Fig. 1: run 1, metal layers overlaid
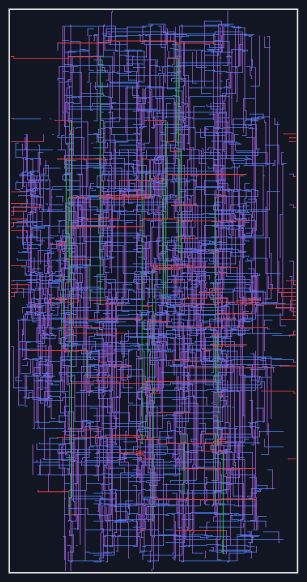
Fig. 2: run 1, clock wiring as the flow saved it
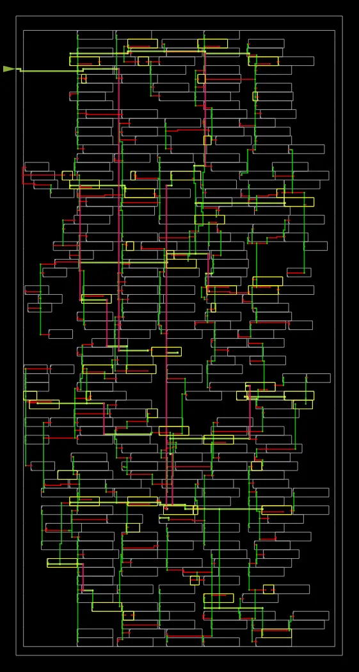
Fig. 3: run 1, pin placement
Pins as bars across the die edge, other pins in gray.
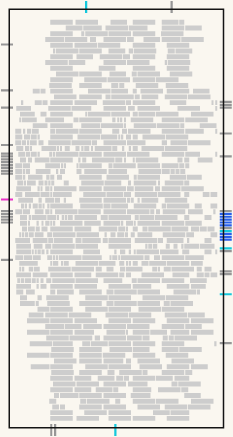
===== config.mk =====
export PLATFORM = sky130hd
export DESIGN_NAME = hash_collector_flat
export DESIGN_NICKNAME = d
export VERILOG_FILES = /design/src/rtl/hash_collector_pkg.sv /design/src/rtl/hash_collector_if.sv /design/src/rtl/hash_collector_crc8_byte.sv /design/src/rtl/hash_collector.sv /design/src/flat_wrapper.sv
export SDC_FILE = /design/constraint.sdc
export NUM_CORES = 1
export LEC_CHECK = 0
export CORE_ASPECT_RATIO = 2
export CORE_MARGIN = 2
export CORE_UTILIZATION = 60
export CTS_CLUSTER_DIAMETER = 30
export DETAILED_ROUTE_END_ITERATION = 12
export PLACE_DENSITY = 0.82
export SLEW_MARGIN = 10
export SYNTH_ARGS = -nofsm -noshare
export SYNTH_HDL_FRONTEND = slang
export SYNTH_SLANG_ARGS = --single-unit

===== constraint.sdc =====
create_clock -name clk -period 2.55 [get_ports clk]
set_input_delay 0.3825 -clock clk [delete_from_list [all_inputs] [get_ports clk]]
set_output_delay 0.3825 -clock clk [all_outputs]
set_load 0.03 [all_outputs]

===== src/rtl/hash_collector_pkg.sv =====
// Shared types and constants for the hash_collector digest assembler.
package hash_collector_pkg;

   typedef enum logic {
      IDLE = 1'b0,
      RECV = 1'b1
   } state_e;

   localparam logic [7:0] CRC8_POLY = 8'h07;
   localparam logic [7:0] CRC8_INIT = 8'h00;

endpackage


===== src/rtl/hash_collector_if.sv =====
// Hash byte stream from the BLAKE2 top: one byte per cycle qualified by hash_v.
interface hash_collector_if;
   logic [7:0] hash;
   logic       hash_v;

   modport master (output hash, output hash_v);
   modport slave  (input  hash, input  hash_v);
endinterface


===== src/rtl/hash_collector_crc8_byte.sv =====
// Combinational CRC-8 step: folds one byte into a running CRC, MSB first.
module crc8_byte
   import hash_collector_pkg::*;
(
   input  logic [7:0] crc_i,
   input  logic [7:0] data_i,
   output logic [7:0] crc_o
);

   logic [7:0] c;

   always_comb begin
      c = crc_i ^ data_i;
      for (int i = 0; i < 8; i++) begin
         c = c[7] ? ({c[6:0], 1'b0} ^ CRC8_POLY) : {c[6:0], 1'b0};
      end
      crc_o = c;
   end

endmodule


===== src/rtl/hash_collector.sv =====
// Assembles BLAKE2 digest bytes into a register buffer, counts digests, flags overrun/gap errors.
// Optional CRC-8 over each captured digest when HASH_CRC_EN is defined.
module hash_collector
   import hash_collector_pkg::*;
#(
   parameter int HASH_BYTES = 32,
   parameter int GAP_MAX    = 15,
   parameter int CNT_W      = 8,
   parameter int SEL_W      = (HASH_BYTES > 1) ? $clog2(HASH_BYTES) : 1
) (
   input  logic               clk,
   input  logic               rst,
   hash_collector_if.slave    in_if,
   input  logic               clear_i,
   input  logic [SEL_W-1:0]   rd_sel_i,
   output logic [7:0]         rd_data_o,
   output logic               buf_valid_o,
   output logic               done_o,
   output logic               busy_o,
   output logic [CNT_W-1:0]   hash_cnt_o,
   output logic               overrun_o,
   output logic               err_gap_o,
   output logic [7:0]         crc_o
);

   localparam int IDX_W = SEL_W;
   localparam int GAP_W = $clog2(GAP_MAX + 1);

   state_e             state_q, state_d;
   logic [IDX_W-1:0]   idx_q, idx_d;
   logic [GAP_W-1:0]   gap_q, gap_d;
   logic [7:0]         buf_q [HASH_BYTES];
   logic [7:0]         buf_d [HASH_BYTES];
   logic               done_q, done_d;
   logic               buf_valid_q, buf_valid_d;
   logic [CNT_W-1:0]   cnt_q, cnt_d;
   logic               overrun_q, overrun_d;
   logic               err_gap_q, err_gap_d;
   logic [7:0]         rd_data_q, rd_data_d;
   logic               capture, complete;

   always_comb begin
      state_d     = state_q;
      idx_d       = idx_q;
      gap_d       = gap_q;
      buf_d       = buf_q;
      done_d      = 1'b0;
      buf_valid_d = buf_valid_q;
      cnt_d       = cnt_q;
      overrun_d   = overrun_q;
      err_gap_d   = err_gap_q;
      capture     = in_if.hash_v;
      complete    = 1'b0;

      // Clear first so a same-cycle completion or gap event overrides it.
      if (clear_i) begin
         buf_valid_d = 1'b0;
         overrun_d   = 1'b0;
         err_gap_d   = 1'b0;
      end

      if (capture) begin
         buf_d[idx_q] = in_if.hash;
         gap_d        = '0;
         if (idx_q == IDX_W'(HASH_BYTES - 1)) begin
            complete = 1'b1;
            idx_d    = '0;
            state_d  = IDLE;
         end else begin
            idx_d   = idx_q + 1'b1;
            state_d = RECV;
         end
      end else if (state_q == RECV) begin
         if (gap_q == GAP_W'(GAP_MAX)) begin
            err_gap_d = 1'b1;
            idx_d     = '0;
            gap_d     = '0;
            state_d   = IDLE;
         end else begin
            gap_d = gap_q + 1'b1;
         end
      end

      if (complete) begin
         done_d      = 1'b1;
         buf_valid_d = 1'b1;
         cnt_d       = cnt_q + 1'b1;
         if (buf_valid_q) overrun_d = 1'b1;
      end

      rd_data_d = (int'(rd_sel_i) < HASH_BYTES) ? buf_q[rd_sel_i] : 8'h00;
   end

   always_ff @(posedge clk) begin
      if (rst) begin
         state_q     <= IDLE;
         idx_q       <= '0;
         gap_q       <= '0;
         done_q      <= 1'b0;
         buf_valid_q <= 1'b0;
         cnt_q       <= '0;
         overrun_q   <= 1'b0;
         err_gap_q   <= 1'b0;
         rd_data_q   <= 8'h00;
      end else begin
         state_q     <= state_d;
         idx_q       <= idx_d;
         gap_q       <= gap_d;
         done_q      <= done_d;
         buf_valid_q <= buf_valid_d;
         cnt_q       <= cnt_d;
         overrun_q   <= overrun_d;
         err_gap_q   <= err_gap_d;
         rd_data_q   <= rd_data_d;
      end
   end

   // Digest storage is deliberately left out of reset.
   always_ff @(posedge clk) begin
      buf_q <= buf_d;
   end

`ifdef HASH_CRC_EN
   logic [7:0] crc_run_q, crc_run_d;
   logic [7:0] crc_q, crc_d;
   logic [7:0] crc_seed, crc_nxt;

   assign crc_seed = (idx_q == '0) ? CRC8_INIT : crc_run_q;

   crc8_byte u_crc8 (
      .crc_i  (crc_seed),
      .data_i (in_if.hash),
      .crc_o  (crc_nxt)
   );

   always_comb begin
      crc_run_d = crc_run_q;
      crc_d     = crc_q;
      if (capture)  crc_run_d = crc_nxt;
      if (complete) crc_d     = crc_nxt;
   end

   always_ff @(posedge clk) begin
      if (rst) begin
         crc_run_q <= CRC8_INIT;
         crc_q     <= 8'h00;
      end else begin
         crc_run_q <= crc_run_d;
         crc_q     <= crc_d;
      end
   end

   assign crc_o = crc_q;
`else
   assign crc_o = 8'h00;
`endif

   assign rd_data_o   = rd_data_q;
   assign buf_valid_o = buf_valid_q;
   assign done_o      = done_q;
   assign busy_o      = (state_q == RECV);
   assign hash_cnt_o  = cnt_q;
   assign overrun_o   = overrun_q;
   assign err_gap_o   = err_gap_q;

endmodule


===== src/flat_wrapper.sv =====
// flat-port wrapper written by rule: the top's interface ports become plain ports
module hash_collector_flat import hash_collector_pkg::*;
#(
   parameter int HASH_BYTES = 32,
   parameter int GAP_MAX    = 15,
   parameter int CNT_W      = 8,
   parameter int SEL_W      = (HASH_BYTES > 1) ? $clog2(HASH_BYTES) : 1
)
  (clk, rst, clear_i, rd_sel_i, rd_data_o, buf_valid_o, done_o, busy_o, hash_cnt_o, overrun_o, err_gap_o, crc_o, in_if_hash, in_if_hash_v);
  hash_collector_if in_if_i ();
  input  logic clk;
  input  logic rst;
  input  logic clear_i;
  input  logic [SEL_W-1:0] rd_sel_i;
  output logic [7:0] rd_data_o;
  output logic buf_valid_o;
  output logic done_o;
  output logic busy_o;
  output logic [CNT_W-1:0] hash_cnt_o;
  output logic overrun_o;
  output logic err_gap_o;
  output logic [7:0] crc_o;
  input wire logic [$bits(in_if_i.hash)-1:0] in_if_hash;
  input wire logic [$bits(in_if_i.hash_v)-1:0] in_if_hash_v;
  assign in_if_i.hash = in_if_hash;
  assign in_if_i.hash_v = in_if_hash_v;
  hash_collector #(.HASH_BYTES(HASH_BYTES), .GAP_MAX(GAP_MAX), .CNT_W(CNT_W), .SEL_W(SEL_W)) u_core (.clk(clk), .rst(rst), .in_if(in_if_i), .clear_i(clear_i), .rd_sel_i(rd_sel_i), .rd_data_o(rd_data_o), .buf_valid_o(buf_valid_o), .done_o(done_o), .busy_o(busy_o), .hash_cnt_o(hash_cnt_o), .overrun_o(overrun_o), .err_gap_o(err_gap_o), .crc_o(crc_o));
endmodule

==> out/qor.yml, run 1 <==
drive_above_1_share_pct: 24.1
hold_path_end: "u_core.hash_cnt_o[1]"
lay_top_cells: "edfxtp_1, mux4_2, nor2_1, buf_4, clkdlybuf4s50_1"
critical_path_buf_inv_count: 1
cpLargestDelayFamily: "buffers and inverters"
crit_path_end_kind: "output pin"
ys_sh_mux_pct: 15.5
period_used_pct: 82.9
min_from: "u_core.hash_cnt_o[1]"
synth_area_um2: 11200
cts-root-buf: "clkbuf_16"
p_per_area_nw_per_um2: 744
setup_viol: 0
use_met3_pct: 2.94
wl_per_cell_um: 25.4
clock_skew_ns: 0.0151
adder_share_pct: 0.890
crit_start: "u_core.busy_o"
yosysCellCount: 582
place_area_um2: 12100
r2r_cells: 7
yosysWarnings: 0
cts_buffer_depth: 3
area_delta_synth_final_pct: 15.8
cts_sinks: 286
placedCellCount: 861
fin_nets: 701
cap_viol_max_count: 0
gp_congestion: 0.840
fmax_mhz: 473
simple_gate_area_share_pct: 4.56
wl_met1_um: 8120
fp_util_pct: 61.4
pre_cts_ws_ns: 0.277
final_common_cell: "edfxtp_1"
finalSetupTns_ns: 0
wl_um: 23200
p_leak_nw: 4.40
firstDrtPassIters: 5
final_core_util_pct: 71.1
endpoint: "busy_o"
peakVddDrop_uv: 543
core_area_um2: 18300
busiest_layer: "met2"
outcome: "finished clean"
grt_overflow: 0
synth-xor-area-share_pct: 0.701
grt_pass1_vias: 6190
grt_use_met2_pct: 44.2
slew_headroom_pct: 61.0
grt_start_max_net_pins: 33
power.total_mw: 9.69
postLayoutSetupSlackWorst_ns: 0.435
met3_length_um: 1220
r2r_setup_slack_ns: 0.54
yosysUniqueCellTypes: 39
critPathLaunchType: "flop"
grt_pass1_wl_um: 36100
clk_transition_reported_paths_ns: 0.07
chipArea_um2: 19900
reg2reg_to: "u_core.hash_cnt_o[5]"
holdWs_ns: 0.501
critical_path_class: "reg -> out"
logic_family: "multiplexers"
crit_path_max_fanout: 8
cts-resized-gates: 0
syn_inst: 582
instances_no_fill: 914
r2r_start: "u_core.idx_q[1]"
vias: 5727
rsz0062_at_grt: "false"
cts_buffers: 29
antenna_left: 0
nFillCells: 1057
max_stage_delay_ns: 0.73
drtIter0Drc: 444
crit_arrival_ns: 1.73
rows: 70
regArea_um2: 8290
crit_cells: 1
cts_tree: "built"
numSynthFlops: 286
io_pins: 46
cts_setup_buffers: 0
path_cells: "clkdlybuf4s50_1"
hold_viol: 0
min_period_ns: 2.11
via_per_inst: 6.27
hold_depth: 2
finalInstanceArea_um2: 13000
cts_hold_repair.buffers: 0
antenna_cells: 0
track_usage_pct: 24.9
syn_avg_cell_area_um2: 19.3
drv_slew: 0
hold_class: "reg -> reg"
final-comb-area_um2: 2710
antenna_found_initial: 0
log.warning_count: 30
top_layer_used: "met4"
htreeDepth: 1
yosysSeqAreaShare_pct: 73.7
worstPathRequired_ns: 2.17
route.met2.wl_um: 12900
grt.met1_usage_pct: 30.0
aoi_share_pct: 2.15
dp_hpwl_um: 15200
worst_pin_slew_ns: 0.584
remaining_drc_errors: 0
ys_area_um2: 11200
crit_path_top_delay_cell: "clkdlybuf4s50_1"
Notes on Fig. 1 above:
Key: blue = M1 [wire length 8120 um]; purple = M2 [wire length 12900 um]; green = M4 [wire length 996 um]; red = M3 [wire length 1220 um]

Notes on Fig. 2 above:
Clk power: 4.02 mW
registers: 286
Latency at later pin: 0.55 ns

Notes on Fig. 3 above:
Key: magenta = `done_o` [pins 1, direction output, edge left]; cyan = `rd_sel_i` [pins 5, direction input, edge 3 right, 1 top, 1 bottom]; blue = `rd_data_o` [pins 8, direction output, edge right]
DIE WIDTH: 101 um
Die Height: 198 um
IO Port Bufs: 37

## run 1: synth_stat cells
cell type,number,area share [%]
edfxtp_1,256,68
mux4_2,56,11
nor2_1,53,1.8
dfxtp_1,30,5.3
mux2i_1,22,2.0
nand2_1,21,0.70
a21oi_1,11,0.49
buf_4,11,0.73
a22oi_1,10,0.67
buf_2,9,0.40
and3_1,8,0.45
ha_1,8,0.89
mux4_1,8,1.9
xor2_1,8,0.62
clkbuf_1,7,0.23
nand4_1,7,0.39
buf_6,5,0.50
mux2_2,5,0.50
o211ai_1,5,0.33
a31oi_1,4,0.22
inv_1,4,0.13
nand3b_1,4,0.27
nor3_1,4,0.18
a221o_1,3,0.27
nand3_1,3,0.13
nor2b_1,3,0.17
and2_1,2,0.11
buf_1,2,0.067
o21ai_0,2,0.089
or3b_2,2,0.16
a32oi_1,1,0.078
and4_1,1,0.078
buf_12,1,0.18
buf_8,1,0.13
conb_1,1,0.033
nand2b_1,1,0.056
nor4_1,1,0.056
or3_1,1,0.056
xnor2_1,1,0.078
## run 1: state kept, by name, indices dropped and copies added (netlist names)
register,cells
u_core.buf_q,256
u_core.buf_valid_o,1
u_core.busy_o,1
u_core.done_o,1
u_core.err_gap_o,1
u_core.gap_q,4
u_core.hash_cnt_o,8
u_core.idx_q,5
u_core.overrun_o,1
u_core.rd_data_o,8
## run 1: final cells by class
class	count	area share [%]
tap	216	2.08
clock buffer	35	5.91
sequential	286	63.6
timing repair buffer	92	6.21
clock inverter	18	1.22
inverter	4	0.115
multi-input combinational	263	20.8
## run 1: where the power goes
part           total (mW)  switching [mW]  internal [mW]
combinational       0.518           0.306          0.212
sequential           5.15          0.0158           5.13
clock                4.02            1.80           2.22
==> run 2, diff against run 1 <==
--- a/config.mk
+++ b/config.mk
@@ -7,10 +7,10 @@
 export LEC_CHECK = 0
 export CORE_ASPECT_RATIO = 2
 export CORE_MARGIN = 2
-export CORE_UTILIZATION = 60
+export CORE_UTILIZATION = 54
 export CTS_CLUSTER_DIAMETER = 30
 export DETAILED_ROUTE_END_ITERATION = 12
-export PLACE_DENSITY = 0.82
+export PLACE_DENSITY = 0.78
 export SLEW_MARGIN = 10
 export SYNTH_ARGS = -nofsm -noshare
 export SYNTH_HDL_FRONTEND = slang
==> constraint.sdc (replaced) <==
create_clock -name clk -period 1.9 [get_ports clk]
set_input_delay 0.285 -clock clk [delete_from_list [all_inputs] [get_ports clk]]
set_output_delay 0.285 -clock clk [all_outputs]
set_load 0.03 [all_outputs]
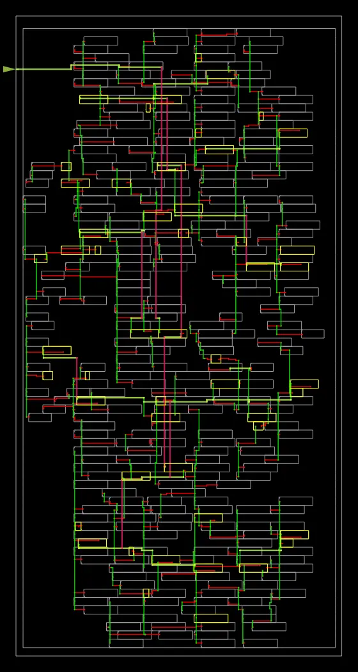
Fig. 4. Clock wiring as the flow saved it (run 2).
Sink Count: 286
clock skew: 0.00810 ns
clk_buf instances: 31

==> out/qor.yml, run 2 <==
syn_inst: 582  # unchanged
wl_per_cell_um: 24.3  # was 25.4 um
die_x_um: 106  # was 101 um
crit_arrival_ns: 1.57  # was 1.73 ns
instances_no_fill: 979  # was 914
fmax_mhz: 539
io_pins: 46  # unchanged
rsz0062_at_grt: "false"  # unchanged
antenna_left: 0  # unchanged
placedCellCount: 928  # was 861
gp_congestion: 0.857  # was 0.840
critical_path_buf_inv_count: 1  # unchanged
insertion_delay_ns: 0.54  # was 0.55 ns
yosysSeqAreaShare_pct: 73.7  # unchanged
yosysMostFrequentCell: "edfxtp_1"  # unchanged
pre_cts_ws_ns: -0.0961  # was 0.277 ns
yosysUniqueCellTypes: 39  # unchanged
min_period_ns: 1.86
worstPathRequired_ns: 1.62  # was 2.17 ns
firstDrtPassIters: 7  # was 5
log.warning_count: 30  # unchanged
chipArea_um2: 22100  # was 19900 um^2
core_area_um2: 20500  # was 18300 um^2
largest_reg_flops: 256  # unchanged
power.total_mw: 13.2  # was 9.69 mW
synth_top_cell_by_area: "edfxtp_1"  # unchanged
synthArstFlopShare_pct: 0  # unchanged
finalSetupTns_ns: 0  # unchanged
yosys-top-cells-count: "edfxtp_1, mux4_2, nor2_1"  # unchanged
cts_tree: "built"  # unchanged
period_used_pct: 97.7
final-comb-area_um2: 2720  # was 2710 um^2
nFillCells: 1331  # was 1057
hold_class: "in -> reg"  # was reg -> reg
crit_path_max_fanout: 3  # was 8
yosysWarnings: 0  # unchanged
p_int_mw: 10.3  # was 7.56 mW
synth_area_um2: 11200  # unchanged
area_leaders: "edfxtp_1, mux4_2, dfxtp_1, mux2i_1, mux4_1"  # unchanged
critical_path_class: "reg -> out"  # unchanged
power_switching_mw: 2.83  # was 2.13 mW
path_cells: "clkdlybuf4s50_1"  # unchanged
finalInstanceArea_um2: 13300  # was 13000 um^2
cap_viol_max_count: 0  # unchanged
postLayoutSetupSlackWorst_ns: 0.0433  # was 0.435 ns
place_area_um2: 12300  # was 12100 um^2
cts-root-buf: "clkbuf_16"  # unchanged
grt_start_max_net_pins: 37  # was 33
crit_path_end_kind: "output pin"  # unchanged
die_h_um: 208  # was 198 um
antenna_found_initial: 0  # unchanged
outcome: "finished clean"  # unchanged
grt_pass1_vias: 6135  # was 6190
cts_hold_repair.buffers: 0  # unchanged
combPwrFrac_pct: 5.6  # was 5.3%
hold_viol: 0  # unchanged
area_delta_synth_final_pct: 17.9  # was 15.8%
fp_util_pct: 54.9  # was 61.4%
slew_headroom_pct: 58.2  # was 61.0%
final_core_util_pct: 64.8  # was 71.1%
drtIter0Drc: 439  # was 444
peakVddDrop_uv: 622  # was 543 uV
cts_buffer_depth: 3  # unchanged
ys_area_um2: 11200  # unchanged
cts_buffers: 29  # unchanged
grt_overflow: 0  # unchanged
antenna_cells: 0  # unchanged
wl_um: 23800  # was 23200 um
flop_cell: "edfxtp_1"  # unchanged
clk_transition_reported_paths_ns: 0.06  # was 0.07 ns
htreeDepth: 1  # unchanged
p_per_area_nw_per_um2: 993  # was 744 nW/um^2
max_stage_delay_ns: 0.69  # was 0.73 ns
syn_avg_cell_area_um2: 19.3  # unchanged
p_leak_nw: 4.61  # was 4.40 nW
vias: 5757  # was 5727
fin_nets: 718  # was 701
critPathLaunchType: "flop"  # unchanged
portBuffers: 37  # unchanged
yosysCellCount: 582  # unchanged
via_per_inst: 5.88  # was 6.27
rows: 74  # was 70
drv_slew: 0  # unchanged
setup_viol: 0  # unchanged
p_seq_share_pct: 52.5  # was 53.1%
remaining_drc_errors: 0  # unchanged
grt_pass1_wl_um: 35900  # was 36100 um
cpLargestDelayFamily: "buffers and inverters"  # unchanged
drive_above_1_share_pct: 26.6  # was 24.1%
edf_count: 256  # unchanged
dp_hpwl_um: 15600  # was 15200 um
swShare_pct: 21.5  # was 21.9%
holdWs_ns: 0.416  # was 0.501 ns
worst_pin_slew_ns: 0.625  # was 0.584 ns
track_usage_pct: 22.1  # was 24.9%
final_common_cell: "edfxtp_1"  # unchanged
regArea_um2: 8290  # about the same
p_clk_share_pct: 41.9  # was 41.5%
top_register: "u_core.buf_q"  # unchanged
lay_top_cells: "edfxtp_1, buf_4, mux4_2, nor2_1, clkbuf_16"  # was edfxtp_1, mux4_2, nor2_1, buf_4, clkdlybuf4s50_1
crit_path_top_delay_cell: "clkdlybuf4s50_1"  # unchanged
yosysTopAreaCellShare_pct: 68.4  # unchanged
numSynthFlops: 286  # unchanged
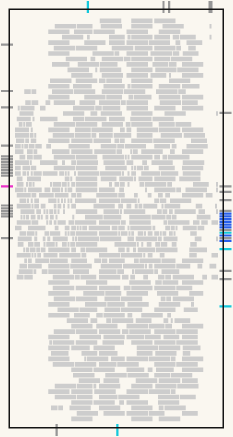
Fig. 5. Pin placement (run 2).
Pins as bars across the die edge, other pins in gray.
Key: magenta = `done_o` [pins 1, direction output, edge left]; cyan = `rd_sel_i` [pins 5, direction input, edge 3 right, 1 top, 1 bottom]; blue = `rd_data_o` [pins 8, direction output, edge right]
All pins by edge: 20 right, 19 left, 5 top, 2 bottom.

-- run 2: final cells by class --
class,count,share of cell area [%]
Sequential cell,286,62.6
Multi-Input combinational cell,263,20.5
Timing Repair Buffer,109,7.27
Clock buffer,31,5.53
Tap cell,266,2.51
Clock inverter,20,1.54
Inverter,4,0.113
-- run 2: per-layer routing --
layer,track usage (%),wire length (um),up-vias
met3,2.73,1180,42
met1,24.3,8060,2916
met2,41.4,13600,248
met4,10.4,977,0
met5,0,0,-
li1,-,-,2551
-- run 2: what timing repair did --
| action | CTS | global route |
|---|---|---|
| pin swaps | 0 | 0 |
| setup buffers | 0 | 0 |
| endpoints found under the setup margin | 7 | 12 |
| resized | 7 | 8 |
-- run 2: path summary, 6_finish.rpt --
check | start | to | slack, ns | depth (start not counted)
worst min register to register | u_core.hash_cnt_o[1] | u_core.hash_cnt_o[1] | 0.50 | 2
worst min-delay path | clear_i | u_core.buf_valid_o | 0.42 | 4
worst max register to register | u_core.idx_q[3] | u_core.hash_cnt_o[6] | 0.12 | 6
worst max-delay path | u_core.buf_valid_o | buf_valid_o | 0.04 | 1
-- run 2: logic make-up after synthesis --
| family | synth area share (%) |
|---|---|
| compound gates | 2.15 |
| xor+xnor | 0.701 |
| fa+ha+maj | 0.891 |
| buf+inv | 2.38 |
| flops | 73.7 |
| mux | 15.5 |
| other cells | 0.0334 |
| simple gates | 4.56 |
-- run 2: power groups by stage --
stage	combinational (mW)	sequential [mW]	clock, mW
6_report	0.737	6.91	5.51
5_1_grt	0.782	6.91	5.83
4_1_cts	0.743	6.91	5.60
3_5_place_dp	0.740	7.05	0
3_3_place_gp	0.718	7.04	0
2_1_floorplan	0.386	7.07	0
Power is estimated from default activity; no workload was simulated.
